### config.mk
export PLATFORM = sky130hd
export DESIGN_NAME = if_fetch_queue
export DESIGN_NICKNAME = d
export VERILOG_FILES = /design/src/rtl/if_fetch_queue.sv
export SDC_FILE = /design/constraint.sdc
export NUM_CORES = 1
export LEC_CHECK = 0
export CAP_MARGIN = 10
export CORE_ASPECT_RATIO = 0.9
export CORE_MARGIN = 2
export CORE_UTILIZATION = 50
export CTS_CLUSTER_SIZE = 24
export DETAILED_ROUTE_END_ITERATION = 8
export GPL_TIMING_DRIVEN = 0
export PLACE_DENSITY = 0.79
export SETUP_SLACK_MARGIN = 0.02
export SLEW_MARGIN = 20
export SYNTH_ARGS = -nofsm -noshare
export SYNTH_HDL_FRONTEND = slang
export SYNTH_SLANG_ARGS = --single-unit
### constraint.sdc
create_clock -name clk_i -period 4.15 [get_ports clk_i]
set_input_delay 0.83 -clock clk_i [delete_from_list [all_inputs] [get_ports clk_i]]
set_output_delay 0.83 -clock clk_i [all_outputs]
set_load 0.005 [all_outputs]
### src/rtl/if_fetch_queue.sv
// Instruction fetch queue: one outstanding imem request feeding a DEPTH-entry FIFO toward decode.
// Optional same-cycle response bypass to decode when the queue is empty: define IF_FETCH_BYPASS_EN.
module if_fetch_queue #(
  parameter int unsigned DEPTH = 2
) (
  input  logic        clk_i,
  input  logic        rst_ni,
  input  logic [31:0] pc_i,
  output logic        busy_o,
  input  logic        flush_i,
  output logic        imem_req_o,
  output logic [31:0] imem_addr_o,
  input  logic        imem_rvalid_i,
  input  logic [31:0] imem_rdata_i,
  output logic        id_valid_o,
  output logic [31:0] id_instr_o,
  output logic [31:0] id_pc_o,
  input  logic        id_ready_i
);

  localparam int unsigned XLEN  = 32;
  localparam int unsigned PTR_W = (DEPTH > 1) ? $clog2(DEPTH) : 1;
  localparam int unsigned CNT_W = $clog2(DEPTH) + 1;

  typedef enum logic [1:0] {
    ST_IDLE,
    ST_WAIT,
    ST_DROP
  } state_e;

  state_e            state_q, state_d;
  logic [XLEN-1:0]   pend_pc_q;
  logic [XLEN-1:0]   pc_mem_q    [DEPTH];
  logic [XLEN-1:0]   instr_mem_q [DEPTH];
  logic [PTR_W-1:0]  wr_ptr_q, rd_ptr_q;
  logic [CNT_W-1:0]  count_q;

  logic req;
  logic rsp_ok;
  logic push;
  logic pop;
  logic q_empty;
  logic q_full;

  assign q_empty = (count_q == '0);
  assign q_full  = (count_q == CNT_W'(DEPTH));
  assign rsp_ok  = (state_q == ST_WAIT) && imem_rvalid_i && !flush_i;

  // Next-state and request strobe; request gated by reset so it is low while rst_ni is held
  always_comb begin
    state_d = state_q;
    req     = 1'b0;
    unique case (state_q)
      ST_IDLE: begin
        if (rst_ni && !q_full && !flush_i) begin
          req     = 1'b1;
          state_d = ST_WAIT;
        end
      end
      ST_WAIT: begin
        if (imem_rvalid_i) begin
          state_d = ST_IDLE;
        end else if (flush_i) begin
          state_d = ST_DROP;
        end
      end
      ST_DROP: begin
        // Once the abandoned response arrives nothing is in flight, even under a new flush
        if (imem_rvalid_i) begin
          state_d = ST_IDLE;
        end
      end
      default: state_d = ST_IDLE;
    endcase
  end

  always_ff @(posedge clk_i or negedge rst_ni) begin
    if (!rst_ni) begin
      state_q   <= ST_IDLE;
      pend_pc_q <= '0;
    end else begin
      state_q <= state_d;
      if (req) begin
        pend_pc_q <= pc_i;
      end
    end
  end

  assign imem_req_o  = req;
  assign busy_o      = !req;
  assign imem_addr_o = pc_i;

  assign pop = !q_empty && !flush_i && id_ready_i;

`ifdef IF_FETCH_BYPASS_EN
  logic byp;

  // Response goes straight to decode when nothing is queued ahead of it
  assign byp        = q_empty && rsp_ok;
  assign push       = rsp_ok && !(byp && id_ready_i);
  assign id_valid_o = byp || (!q_empty && !flush_i);
  assign id_instr_o = byp ? imem_rdata_i : instr_mem_q[rd_ptr_q];
  assign id_pc_o    = byp ? pend_pc_q    : pc_mem_q[rd_ptr_q];
`else
  assign push       = rsp_ok;
  assign id_valid_o = !q_empty && !flush_i;
  assign id_instr_o = instr_mem_q[rd_ptr_q];
  assign id_pc_o    = pc_mem_q[rd_ptr_q];
`endif

  // Queue storage, pointers and occupancy; flush empties the queue at the next edge
  always_ff @(posedge clk_i or negedge rst_ni) begin
    if (!rst_ni) begin
      wr_ptr_q <= '0;
      rd_ptr_q <= '0;
      count_q  <= '0;
      for (int unsigned i = 0; i < DEPTH; i++) begin
        pc_mem_q[i]    <= '0;
        instr_mem_q[i] <= '0;
      end
    end else if (flush_i) begin
      wr_ptr_q <= '0;
      rd_ptr_q <= '0;
      count_q  <= '0;
    end else begin
      if (push) begin
        pc_mem_q[wr_ptr_q]    <= pend_pc_q;
        instr_mem_q[wr_ptr_q] <= imem_rdata_i;
        wr_ptr_q              <= wr_ptr_q + PTR_W'(1);
      end
      if (pop) begin
        rd_ptr_q <= rd_ptr_q + PTR_W'(1);
      end
      unique case ({push, pop})
        2'b10:   count_q <= count_q + CNT_W'(1);
        2'b01:   count_q <= count_q - CNT_W'(1);
        default: count_q <= count_q;
      endcase
    end
  end

  // Space is reserved when the request issues, so a push into a full queue is a design bug
  a_no_overflow: assert property (@(posedge clk_i) disable iff (!rst_ni) !(push && q_full));

endmodule

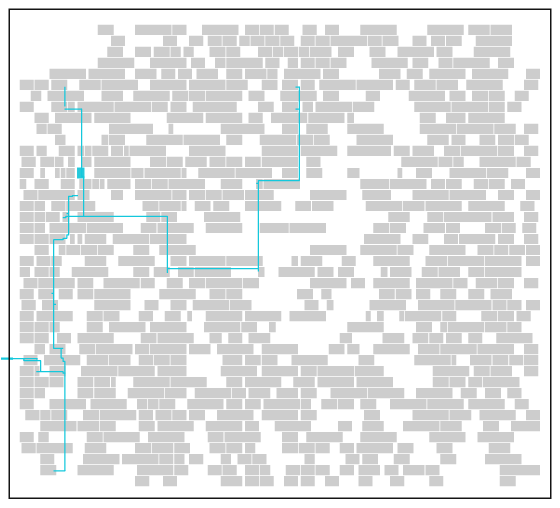
**Above:** run 1 (I/O nets highlighted).
Key: busy_o = cyan [bits 1, direction output, edge left, end cells 1, buffers 2, wire 259 um]

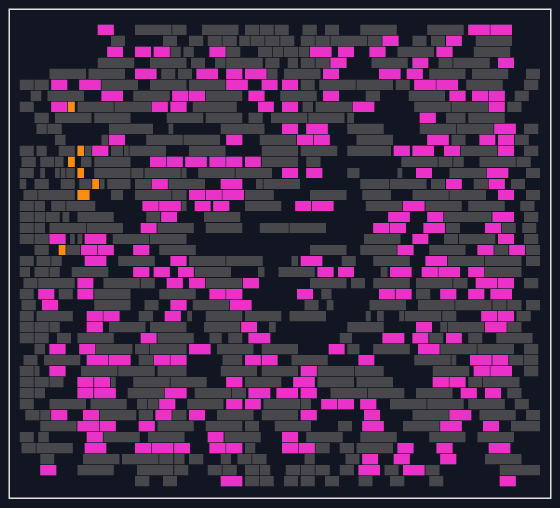
**Above:** run 1 (gate-type map).
Key: multiplexers = magenta [cells 224, most used mux2_2, where all over the die]; inverting AOI/OAI gates = orange [cells 7, most used a21oi_1]

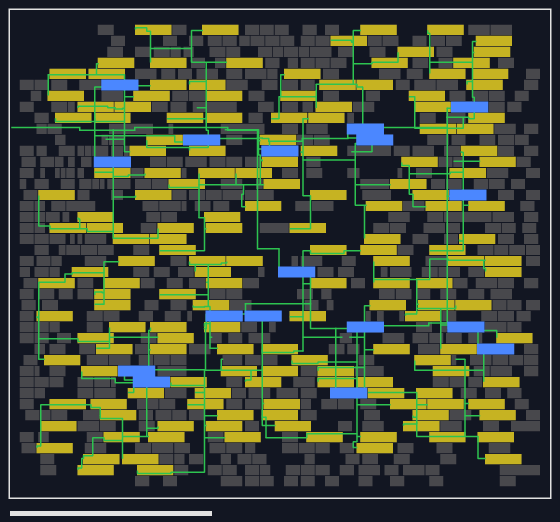
**Above:** run 1 (clock network drawn from the DEF).
Bar = 50 um.
Key: clock drivers = blue [count 17]; flip-flops = yellow [count 166]; clock wires = green [length 1960 um]
Position of the flops: all over the die.

==> summary.txt, run 1 <==
run metrics: outcome=finished clean, WL per Instance=18.0 um, main area contributors=dfrtp_1, mux2_2, mux2_4, skew final=0.00868 ns, final instance area=0.0102 mm2, cell count after synthesis=474, drt drc=0, Largest logic family=multiplexers, Area leader share=55.1%, endpoints failing hold=0, Critical path origin=rst_ni, Initial DRT Pass Iterations=4, setup bufs post-CTS=0, layout cells sized above 1=45.3%, CP delay by family, top=buffers and inverters, reg2reg path depth=4, Cell Area, Synth=0.00754 mm2, Ports=168, fraction of registers with async set/reset=100%, ao+oa area frac=0.663%, bufs w/o clock=224, WL met2=7390 um, DP Wirelength=10400 um, most frequent cells in the layout=dfrtp_1, clkdlybuf4s50_1, mux2_2, Vias/cell=5.10, crit path max fanout=73, Core Area=0.0147 mm2, gr ovfl total=0, Floorplan Utilization=51.3%, worst reg2reg endpoint=pend_pc_q[18], CTS root buf=clkbuf_16, flip-flops with a built-in enable=0, CP endpoint kind=output pin, Critical Path Sink=imem_req_o, final wirelength=15700 um, fin. max-slew vios=0, GP Congestion=0.754, worst-margin pin slew=0.860 ns, # H-tree levels=4, dpl cell area=0.00949 mm2, DIE AREA=0.0161 mm2
## run 1: power by group
part	total, uW	internal (uW)	switching (uW)
combinational	1620	1150	469
clock	1680	1040	634
sequential	2320	2070	247
total	5610	4260	1350
## run 1: repair_timing
item | CTS | global route
cloned | 1 | 0
endpoints found under the setup margin | 1 | 1
gates resized | 0 | 1
hold buffers | 0 | 0
## run 1: logic make-up after synthesis
kind of cell	after synthesis
multiplexers	224
flip-flops	166
buffers and inverters	59
AND/OR/NAND/NOR	15
AND-OR/OR-AND	8
XOR/XNOR	2
## run 1: state kept, by name, summed over array words and instances (netlist names)
register     count
pend_pc_q       32
state_q          2
instr_mem_q     64
pc_mem_q        64
rd_ptr_q         1
wr_ptr_q         1
count_q          2
--- run 2 (diff from run 1) ---
HOLD_SLACK_MARGIN = 0.03   (was not set)
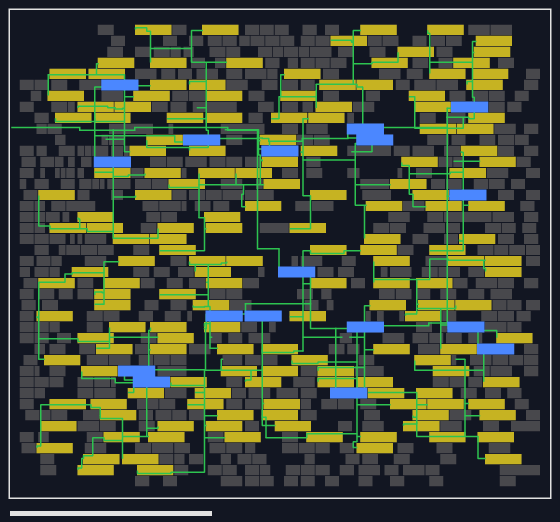
**Above:** run 2 (clock network drawn from the DEF).
Bar = 50 um.
skew final: 0.00868 ns
Latency at later pin: 0.42 ns
Clock group: 1680 uW

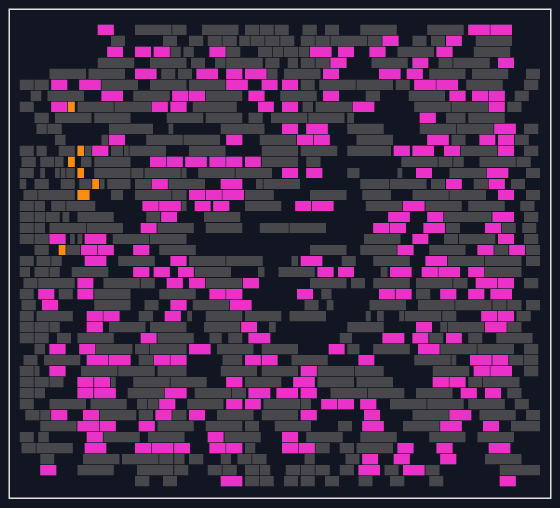
**Above:** run 2 (gate-type map).
Key: multiplexers = magenta [cells 224, most used mux2_2, where all over the die]; inverting AOI/OAI gates = orange [cells 7, most used a21oi_1]

==> run 2 against run 1 <==
  * Final area did not move
  * Die area unchanged
  * Critical path type unchanged
  * Sequential share of layout area did not move
==> summary.txt, run 2 <==
run metrics: outcome=finished clean, GP Congestion=0.754, fin. max-slew vios=0, pwr/cell area=553 mW/mm2, final instance area=0.0102 mm2, worst reg2reg endpoint=pend_pc_q[18], crit path max fanout=73, Sw Ratio=24.0%, part of the power in registers=41.2%, WL per Instance=18.0 um, DP Wirelength=10400 um, post-cts hold buffer count=0, reg2reg path depth=4, # H-tree levels=4, largest power group=registers, bufs w/o clock=224, seq pwr=2320 uW, CP endpoint kind=output pin, final wirelength=15700 um, Initial DRT Pass Iterations=4, Cell Area, Synth=0.00754 mm2, endpoints failing hold=0, Total GRT Usage=20.4%, Vias/cell=5.10, Critical path origin=rst_ni, Largest regs=instr_mem_q (64), pc_mem_q (64), pend_pc_q (32), top-count cell post-synth=dfrtp_1, DIE AREA=0.0161 mm2, CP delay by family, top=buffers and inverters, Area leader share=55.1%, fraction of registers with async set/reset=100%, Critical Path Sink=imem_req_o, Leading cell kind=registers, flip-flops with a built-in enable=0, gr ovfl total=0, Gate power share=28.9%, Post-CTS Resized=0, comb pwr=1620 uW, dpl cell area=0.00949 mm2, max_cap viols=0, clock share of power=29.9%, setup bufs post-CTS=0, main area contributors=dfrtp_1, mux2_2, mux2_4
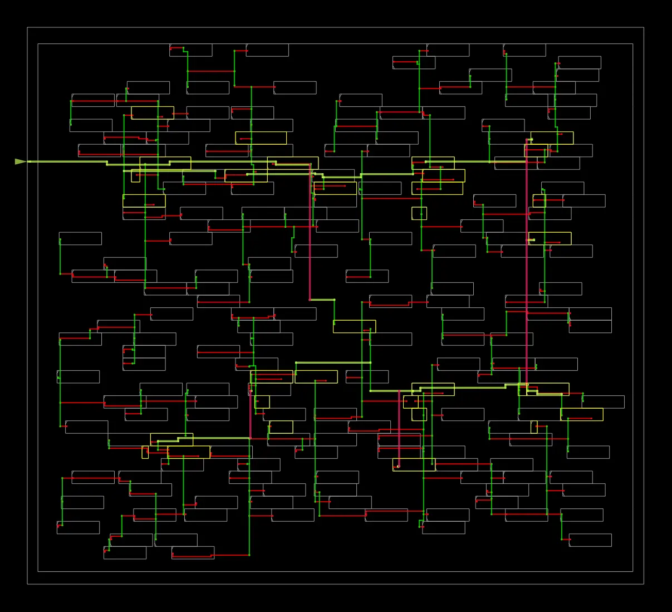
**Above:** run 2 (the clock network).
flip-flops: 166
CTS sink cnt: 166
# clk buffers: 21
CTS Buf Count: 17

[run 2: cell counts in the layout (fill, tap and decap cells not counted)]
Identical to the previous run, type by type.
[run 2: cells by family (layout without fill, tap and decap cells)]
| family | after synthesis | after routing | share of synthesized area (%) |
|---|---|---|---|
| compound gates | 8 | 8 | 0.663 |
| xor+xnor | 2 | 2 | 0.232 |
| buf+inv | 59 | 259 | 6.09 |
| flops | 166 | 166 | 55.1 |
| mux | 224 | 224 | 36.4 |
| simple gates | 15 | 15 | 1.53 |
[run 2: metal layers]
metal	global-route usage (%)	vias to the layer above	part of all wire (%)	wire length (um)
met3	6.62	22	6.4	1000
met4	6.52	0	1.7	267
met2	32.3	147	47	7390
met1	26.8	2244	45	7030
met5	0	-	0	0
li1	-	2030	-	-
**Run 2: signal wires by layer**

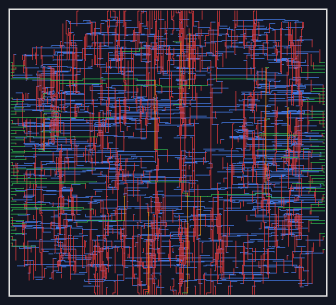

--- run 3 (diff from run 2) ---
HOLD_SLACK_MARGIN = not set   (was 0.03)
PLACE_DENSITY = not set   (was 0.79)
PLACE_DENSITY_LB_ADDON = 0.05   (was not set)
SKIP_CTS_REPAIR_TIMING = 1   (was not set)
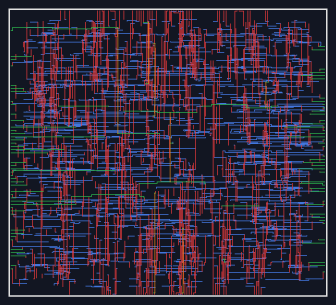
**Above:** run 3 (signal wires by layer).
Key: metal 1 = blue [wire length 6840 um]; metal 2 = red [wire length 7280 um]; metal 3 = green [wire length 808 um]; metal 4 = orange [wire length 211 um]

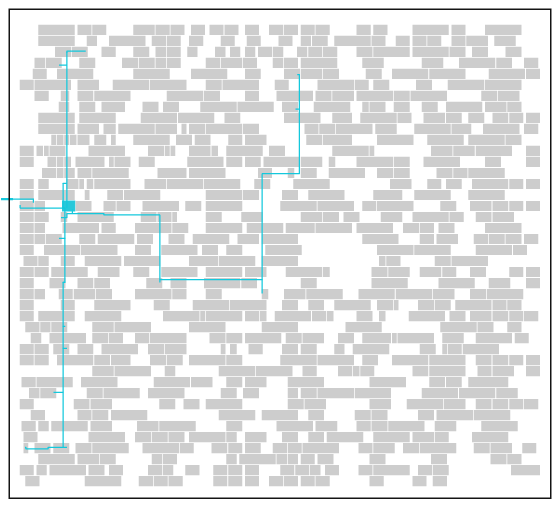
**Above:** run 3 (I/O nets highlighted).
Key: busy_o = cyan [bits 1, direction output, edge left, end cells 1, buffers 2, wire 280 um]

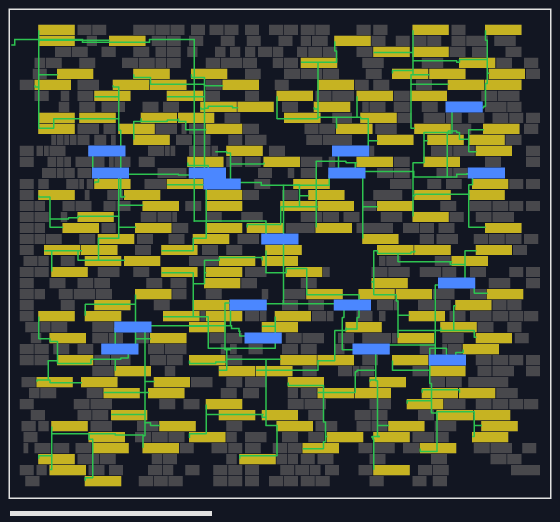
**Above:** run 3 (clock network drawn from the DEF).
Bar = 50 um.
Key: clock drivers = blue [count 17]; clock wires = green [length 1910 um]; flip-flops = yellow [count 166]
There are 18 routed clock nets. Position of the flops: all over the die.

==> run 3 against run 2 <==
  * Sequential power about the same
  * Critical path type unchanged
  * Final area down 1.3%
  * Clock power down 18%
  * Die area is the same
  * Highest routed layer unchanged
  * Synthesized cell count stayed put
  * Critical path depth stayed put
  * Sequential share of layout area up 0.54 points
  * Critical endpoint unchanged
  * Total power down 5.8%
  * First-iteration DRC count shrank 46%
==> summary.txt, run 3 <==
run metrics: max_cap viols=0, Floorplan Utilization=51.3%, largest power group=registers, outcome=finished clean, seq pwr=2310 uW, routing usage on met3=6.54%, Largest regs=instr_mem_q (64), pc_mem_q (64), pend_pc_q (32), Latency at later pin=0.41 ns, adder-cell share of the synthesized area=0%, final wirelength=15100 um, ao+oa area frac=0.663%, WL per Instance=17.4 um, Gate power share=30.4%, routed length on met1=6840 um, DP Wirelength=10100 um, Cell Area, Synth=0.00754 mm2, clock share of power=26.0%, CTS sink cnt=166, crit path max fanout=83, Area leader share=55.1%, Sw Ratio=24.1%, Core Area=0.0147 mm2, Vias/cell=5.07, Critical Path Sink=imem_req_o, top sig layer=met4, cell count after synthesis=474, Clock group=1370 uW, reg2reg path depth=4, CTS Buf Count=17, Largest logic family=multiplexers, Most Crowded Layer GR=met2, area fraction in mux cells=36.4%, # H-tree levels=4
run 3: cell counts after synthesis:
Identical to the previous run, type by type.
run 3: cells by family (layout without fill, tap and decap cells):
family                 count (synthesis)  count (layout)
buffers and inverters                 59             255
flip-flops                           166             166
AND/OR/NAND/NOR                       15              15
AND-OR/OR-AND                          8               8
XOR/XNOR                               2               2
multiplexers                         224             224
run 3: final cells by class:
| cell class | count | area, um2 |
|---|---|---|
| sequential | 166 | 4150 |
| fill | 1012 | 4690 |
| buffer | 56 | 448 |
| clock buffer | 23 | 478 |
| multi-input combinational | 249 | 2930 |
| clock inverter | 5 | 27.5 |
| inverter | 3 | 11.3 |
| timing repair buffer | 168 | 1720 |
| tap | 198 | 248 |
No activity file was given, so power comes from the tool's default toggle rates.
